File: src/rtl/lsu_pkg.sv
// Shared types and helpers for the byte-serial load/store unit.
package lsu_pkg;

  localparam int unsigned WORD_W = 32;
  localparam int unsigned BYTE_W = 8;
  localparam int unsigned CODE_W = 3;
  localparam int unsigned IDX_W  = 2;

  // Access size/sign codes carried on req_bytes
  typedef enum logic [CODE_W-1:0] {
    LB  = 3'b000,
    LH  = 3'b001,
    LW  = 3'b010,
    LBU = 3'b100,
    LHU = 3'b101
  } access_code_e;

  typedef enum logic [1:0] {
    IDLE   = 2'd0,
    ACCESS = 2'd1,
    RESP   = 2'd2
  } state_e;

  // Latched request attributes (address kept separately: its width is a parameter)
  typedef struct packed {
    logic              we;
    logic [CODE_W-1:0] code;
    logic [WORD_W-1:0] wd;
  } req_payload_t;

  // Number of byte accesses for a code; only the size bits matter
  function automatic logic [2:0] byte_count(input logic [CODE_W-1:0] code);
    logic [2:0] n;
    case (code[1:0])
      2'b00:   n = 3'd1;
      2'b01:   n = 3'd2;
      default: n = 3'd4;
    endcase
    return n;
  endfunction

  // Loads accept all five codes; stores have no unsigned variants
  function automatic logic code_valid(input logic [CODE_W-1:0] code, input logic we);
    logic ok;
    case (code)
      LB, LH, LW: ok = 1'b1;
      LBU, LHU:   ok = !we;
      default:    ok = 1'b0;
    endcase
    return ok;
  endfunction

endpackage

File: src/rtl/lsu_extend.sv
// Sign/zero extension of the assembled little-endian load buffer.
module lsu_extend
  import lsu_pkg::*;
(
  input  logic [WORD_W-1:0] data,
  input  logic [CODE_W-1:0] code,
  output logic [WORD_W-1:0] ext
);

  // Select width and extension from the access code; unknown codes yield 0
  always_comb begin
    ext = '0;
    case (code)
      LB:      ext = {{24{data[7]}}, data[7:0]};
      LH:      ext = {{16{data[15]}}, data[15:0]};
      LW:      ext = data;
      LBU:     ext = {24'd0, data[7:0]};
      LHU:     ext = {16'd0, data[15:0]};
      default: ext = '0;
    endcase
  end

endmodule

File: src/rtl/lsu_byte_serial.sv
// Byte-serial load/store initiator: one request is split into 1/2/4
// little-endian byte accesses to an asynchronous-read byte memory.
// Optional: define LSU_MISALIGN_TRAP_EN to trap misaligned h/w accesses
// with resp_err instead of performing them byte by byte.
module lsu_byte_serial
  import lsu_pkg::*;
#(
  parameter int unsigned A_WIDTH = 32,
  parameter int unsigned D_WIDTH = 8
) (
  input  logic               clk,
  input  logic               rst,
  input  logic               req_valid,
  output logic               req_ready,
  input  logic               req_we,
  input  logic [2:0]         req_bytes,
  input  logic [A_WIDTH-1:0] req_addr,
  input  logic [31:0]        req_wd,
  output logic               resp_valid,
  output logic [31:0]        resp_rdata,
  output logic               resp_err,
  output logic [A_WIDTH-1:0] mem_addr,
  output logic               mem_we,
  output logic [D_WIDTH-1:0] mem_wd,
  input  logic [D_WIDTH-1:0] mem_rdata
);

  state_e                 state;
  state_e                 state_nx;
  req_payload_t           req_q;
  logic [IDX_W-1:0]       idx;
  logic [3:0][BYTE_W-1:0] data_buf;
  logic [A_WIDTH-1:0]     mem_addr_q;
  logic [WORD_W-1:0]      ext_data;
  logic                   accept_c;
  logic                   skip_c;
  logic                   misalign_c;
  logic                   last_c;
  logic                   err_c;

  assign accept_c = req_valid && (state == IDLE);
  assign last_c   = (idx == IDX_W'(byte_count(req_q.code) - 3'd1));

`ifdef LSU_MISALIGN_TRAP_EN
  logic err_q;

  // Halfwords need addr[0]==0, words need addr[1:0]==0
  assign misalign_c = ((req_bytes[1:0] == 2'b01) && req_addr[0]) ||
                      ((req_bytes[1:0] == 2'b10) && (req_addr[1:0] != 2'b00));
  assign err_c      = err_q;

  // Remember a trapped request for its single response cycle
  always_ff @(posedge clk) begin
    if (rst) begin
      err_q <= 1'b0;
    end else if (accept_c) begin
      err_q <= code_valid(req_bytes, req_we) && misalign_c;
    end
  end
`else
  assign misalign_c = 1'b0;
  assign err_c      = 1'b0;
`endif

  // Requests that go straight to RESP without touching memory
  assign skip_c = !code_valid(req_bytes, req_we) || misalign_c;

  lsu_extend u_extend (
    .data (data_buf),
    .code (req_q.code),
    .ext  (ext_data)
  );

  // State register
  always_ff @(posedge clk) begin
    if (rst) begin
      state <= IDLE;
    end else begin
      state <= state_nx;
    end
  end

  // Next state and outputs; every output is forced low while rst is high
  always_comb begin
    state_nx   = state;
    req_ready  = 1'b0;
    resp_valid = 1'b0;
    resp_rdata = '0;
    resp_err   = 1'b0;
    mem_addr   = '0;
    mem_we     = 1'b0;
    mem_wd     = '0;

    case (state)
      IDLE:    if (accept_c) state_nx = skip_c ? RESP : ACCESS;
      ACCESS:  if (last_c) state_nx = RESP;
      RESP:    state_nx = IDLE;
      default: state_nx = IDLE;
    endcase

    if (!rst) begin
      req_ready  = (state == IDLE);
      resp_valid = (state == RESP);
      mem_addr   = mem_addr_q;
      if ((state == ACCESS) && req_q.we) begin
        mem_we = 1'b1;
        mem_wd = D_WIDTH'(req_q.wd[{idx, 3'b000} +: BYTE_W]);
      end
      if ((state == RESP) && !req_q.we && !err_c) begin
        resp_rdata = ext_data;
      end
      resp_err = (state == RESP) && err_c;
    end
  end

  // Request latch, byte index, load buffer and memory address tracking
  always_ff @(posedge clk) begin
    if (rst) begin
      req_q      <= '0;
      idx        <= '0;
      data_buf   <= '0;
      mem_addr_q <= '0;
    end else begin
      case (state)
        IDLE: begin
          if (accept_c) begin
            req_q.we   <= req_we;
            req_q.code <= req_bytes;
            req_q.wd   <= req_wd;
            idx        <= '0;
            data_buf   <= '0;
            if (!skip_c) mem_addr_q <= req_addr;
          end
        end
        ACCESS: begin
          if (!req_q.we) data_buf[idx] <= BYTE_W'(mem_rdata);
          idx <= idx + IDX_W'(1);
          // Stop advancing on the last byte so mem_addr holds it afterwards
          if (!last_c) mem_addr_q <= mem_addr_q + A_WIDTH'(1);
        end
        default: ;
      endcase
    end
  end

endmodule

File: config.mk
export PLATFORM = sky130hd
export DESIGN_NAME = lsu_byte_serial
export DESIGN_NICKNAME = d
export VERILOG_FILES = /design/src/rtl/lsu_pkg.sv /design/src/rtl/lsu_extend.sv /design/src/rtl/lsu_byte_serial.sv
export SDC_FILE = /design/constraint.sdc
export NUM_CORES = 1
export LEC_CHECK = 0
export CAP_MARGIN = 20
export CORE_ASPECT_RATIO = 1.5
export CORE_MARGIN = 4
export CORE_UTILIZATION = 35
export DETAILED_ROUTE_END_ITERATION = 12
export GPL_TIMING_DRIVEN = 0
export HOLD_SLACK_MARGIN = 0.02
export PLACE_DENSITY_LB_ADDON = 0.3
export SLEW_MARGIN = 20
export SYNTH_ARGS = -nofsm -noshare
export SYNTH_HDL_FRONTEND = slang
export SYNTH_SLANG_ARGS = --single-unit
export TNS_END_PERCENT = 5
File: constraint.sdc
create_clock -name clk -period 2.43 [get_ports clk]
set_clock_uncertainty 0.15 [all_clocks]
set_input_delay 0.486 -clock clk [delete_from_list [all_inputs] [get_ports clk]]
set_output_delay 0.486 -clock clk [all_outputs]
set_load 0.01 [all_outputs]
Figure 1. Met4 routing (run 1).
Scale bar: 20 um. Supply wires on this layer in gray.
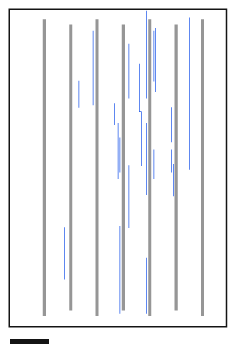
The layer holds 3.1% of the routed length. The longest straight run is 78.2 um. The layer carries 601 um of wire.

Figure 2. Sequential cells colored by netlist name (run 1).
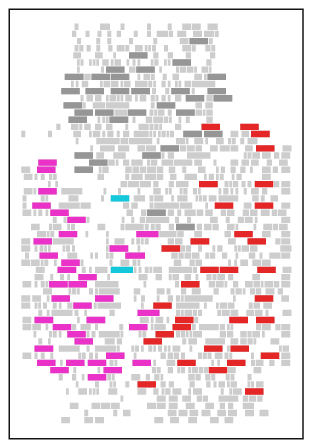
Key: cyan = idx [sequential cells 2]; magenta = req_q [sequential cells 36]; red = mem_addr_q [sequential cells 32]
Another 34 sequential cells are not colored.

==> run summary, run 1 <==
Quick summary of the implementation run below.

The run finished, with violations left. The final reports fail on negative setup slack. The number of global-route vias before repair is about 6,000. The fill cell total of the finished layout is 1,582. For this design the total switching power over the nets is roughly 1.2 mW. The synthesized-area fraction occupied by adder cells came out at under 10%. The clock H-tree reported by CTS has 3 levels. The number of nets still failing antenna checks after routing is 0. The final worst slack is -24.78 ps. The report lists the cells along the critical path as or2_4 > clkbuf_16 > a21oi_4 > nand2_4 > clkbuf_8 > a21oi_4 > buf_6. The register with the most flip-flops in the layout has 36 of them.

The number of cell instances after yosys synthesis is approximately 700. The number of max-slew violations in the final report is 0. The critical setup path kind is reg -> out. The number of setup violations in the final report came out at 4. Counting instances in the post-synthesis netlist gives the leading cell types as sky130_fd_sc_hd__nand2_1 (145), sky130_fd_sc_hd__dfxtp_1 (104), sky130_fd_sc_hd__a21oi_1 (84). Per the timing report, the achievable frequency comes out to around 0.4 GHz.

The non-clock buffer contribution to total cell area is 22.39%. Averaged over all synthesized cells, the footprint is approximately 7.8 um2. Counting endpoints that fail hold in the final report gives 0. The buffers plus inverters on the worst setup path came out at 3.

The worst hold slack after final layout came out at a little over 300 ps. In this run the clock root is driven by a sky130_fd_sc_hd__clkbuf_16. The number of synthesized flops with an enable pin came out at 0. The cell family contributing the most delay on the critical path is buffers and inverters.
Figure 3. Routed metal per tile (run 1).
Scale bar: 20 um. The die is cut into 22 by 33 equal tiles; dark purple is low, yellow is high, scaled to the fullest tile. Values are wire area over tile area, all layers added.
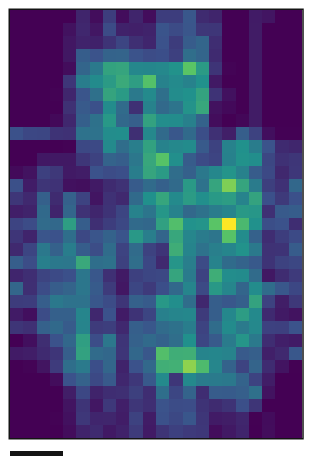
The emptiest ninth of the die: top right. 17% of the tiles are nearly empty. 9.2% of the tiles are over half the peak.

[run 1: worst paths after layout]
path	depth (start not counted)	slack [ps]	to
setup / recovery	7	-20	resp_rdata[23]
hold / removal	2	300	req_q[19]
setup reg to reg	8	100	mem_addr_q[20]
hold reg to reg	2	300	req_q[19]
[run 1: per-layer routing]
layer  routed length (um)  global-route usage, %
met3                  991                  3.680
met4                  600                  8.080
met2                10030                  38.36
met5                    0                      0
met1                 7765                  24.35
[run 1: power by group through the flow]
stage               clock network, mW  logic, mW  registers [mW]
floorplan                           0      0.412            1.89
finish                           1.50      0.784            1.88
CTS                              1.52      0.781            1.88
detailed placement                  0      0.725            1.91
global route                     1.58      0.852            1.89
global placement                    0      0.720            1.91
Figure 4. Cell outlines without signal wires (run 1).
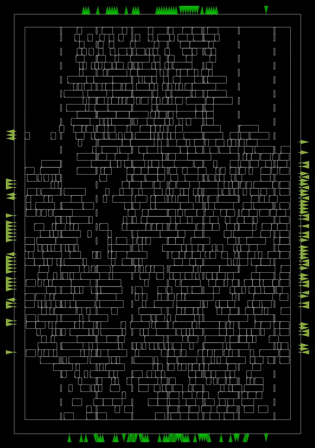

--- run 2 (diff from run 1) ---
==> constraint.sdc (replaced) <==
create_clock -name clk -period 2 [get_ports clk]
set_clock_uncertainty 0.15 [all_clocks]
set_input_delay 0.4 -clock clk [delete_from_list [all_inputs] [get_ports clk]]
set_output_delay 0.4 -clock clk [all_outputs]
set_load 0.05 [all_outputs]
Figure 5. Cell outlines without signal wires (run 2).
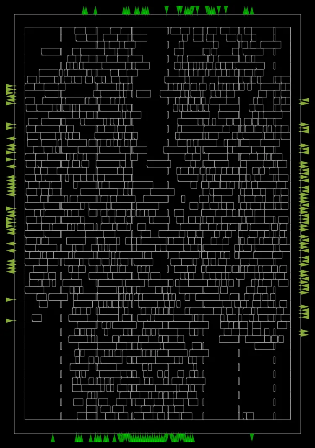
fill count: 1,475
CORE AREA: 15,700 um2
row cnt: 56
share of cell area taken by flip-flops and latches: 24.93%

Figure 6. Routed metal per tile (run 2).
Scale bar: 20 um. The die is cut into 22 by 33 equal tiles; dark purple is low, yellow is high, scaled to the fullest tile. Values are wire area over tile area, all layers added.
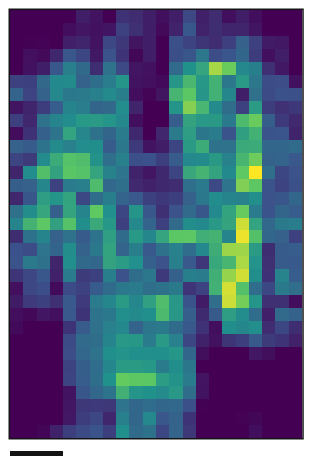
The emptiest ninth of the die: bottom right. The fullest tile reaches 0.60. 16% of the tiles are nearly empty.

==> run 2 against run 1 <==
Against the previous run: largest power group unchanged; sequential power is 22% higher; sequential cell count is the same; clock-buffer cell count down 3; critical endpoint is now resp_rdata[30]; critical path depth unchanged; the flow still finishes with violations (negative setup slack); area after synthesis did not move.
==> run summary, run 2 <==
Quick summary of the implementation run below.

The flow ran to the end, but the final reports show violations. The checks that failed: negative setup slack. The TritonCTS clock tree is done. The number of nets still failing antenna checks after routing is 0.

The post-route setup TNS came out at -16,160 ps. The flip-flop count of the largest register, all copies and words added came out at 36. The critical setup path kind is reg -> out. Per the OpenROAD power report, switching power amounts to ~1.5 mW. The library cell used as clock root buffer is sky130_fd_sc_hd__clkbuf_16.

In the final layout, non-clock buffers account for 24.28% of the cell area. The detailed-route wire length came out at approximately 20,000 um. From the final report, the count of setup violators was given as ~63. The die span in y is roughly 160 um. The worst hold slack after final layout is about 310 ps. Of the post-synthesis cell area, the part taken by muxes is roughly 3.6%. The synthesis run shows the most used standard cells to be sky130_fd_sc_hd__nand2_1 (145), sky130_fd_sc_hd__dfxtp_1 (104), sky130_fd_sc_hd__a21oi_1 (84). The power per cell area is about 630 nW/um2. The critical path goes through or2_4 > buf_8 > a21oi_4 > nand2_8 > clkbuf_16 > a21oi_4 > buf_6. The group that draws the most power in this run is sequential cells. The count of non-CTS buffers in the layout came out at between 200 and 250. The maximum clock rate came out at 0.4109 GHz. The final worst slack came out at -433.4 ps.

The number of global-route vias before repair came out at 5,941. Synthesis produced a netlist with a net count of about 800. Clock tree buffers and inverters occupy under 10% of the routed design's cell area. Once the floorplan was initialized, standard cells occupied between 30% and 40% of the core. The final tally of hold violations is 0. In the layout the commonest cells are sky130_fd_sc_hd__nand2_1 (138), sky130_fd_sc_hd__dfxtp_1 (87), sky130_fd_sc_hd__clkdlybuf4s50_1 (76). The average instance in the mapped netlist occupies 7.806 um2.

The sequential group power is about 2.3 mW. The worst setup timing slack at the placement stage came out at -1625 ps. The power dissipated in the clock network is between 1.5 and 2 mW. The global-route layer with the greatest usage is met2. The total die size came out at around 18,000 um2. The number of antenna violations at the first check in global routing came out at 0. Global routing used 3.941% of the available met3 tracks. Max-slew check failures listed in the final report amount to 0. Yosys mapped a number of flops with a built-in enable equal to 0. The number of storage elements in the synthesis netlist is 104. The number of buffers inserted for hold repair after clock tree synthesis came out at 0.

The combinational power is 1.12 mW. Per STA, the worst path accumulates the most delay in the family buffers and inverters. The cell area after synthesis came out at 5589 um2. The detailed-routing iteration count for the pre-antenna-repair pass is 5. On met2, the global router reports a usage of 39.15%.

The H-tree depth came out at 3. The met1 track demand over resource in global routing is between 20% and 30%. The number of cell instances after yosys synthesis is approximately 700. The synthesized-area fraction occupied by adder cells came out at 1.119%.
==> run 2: cell families after synthesis <==
group | after synthesis
AND/OR/NAND/NOR | 328
AND-OR/OR-AND | 206
flip-flops | 104
buffers and inverters | 60
multiplexers | 10
adder cells (fa/ha/maj) | 5
XOR/XNOR | 2
other | 1
==> run 2: final timing paths <==
kind	from	to	slack, ps	cells after the start
worst max-delay path	req_q[32]	resp_rdata[30]	-430	7
worst min-delay path	req_q[22]	req_q[22]	310	2
worst max register to register	mem_addr_q[0]	mem_addr_q[30]	-140	6
worst min register to register	req_q[22]	req_q[22]	310	2
==> run 2: layer usage <==
metal / wire (um) / share of wire, %
met1: 7443 / 38
met2: 10530 / 54
met3: 1147 / 5.8
met4: 515 / 2.6
met5: 0 / 0
No activity file was given, so power comes from the tool's default toggle rates.
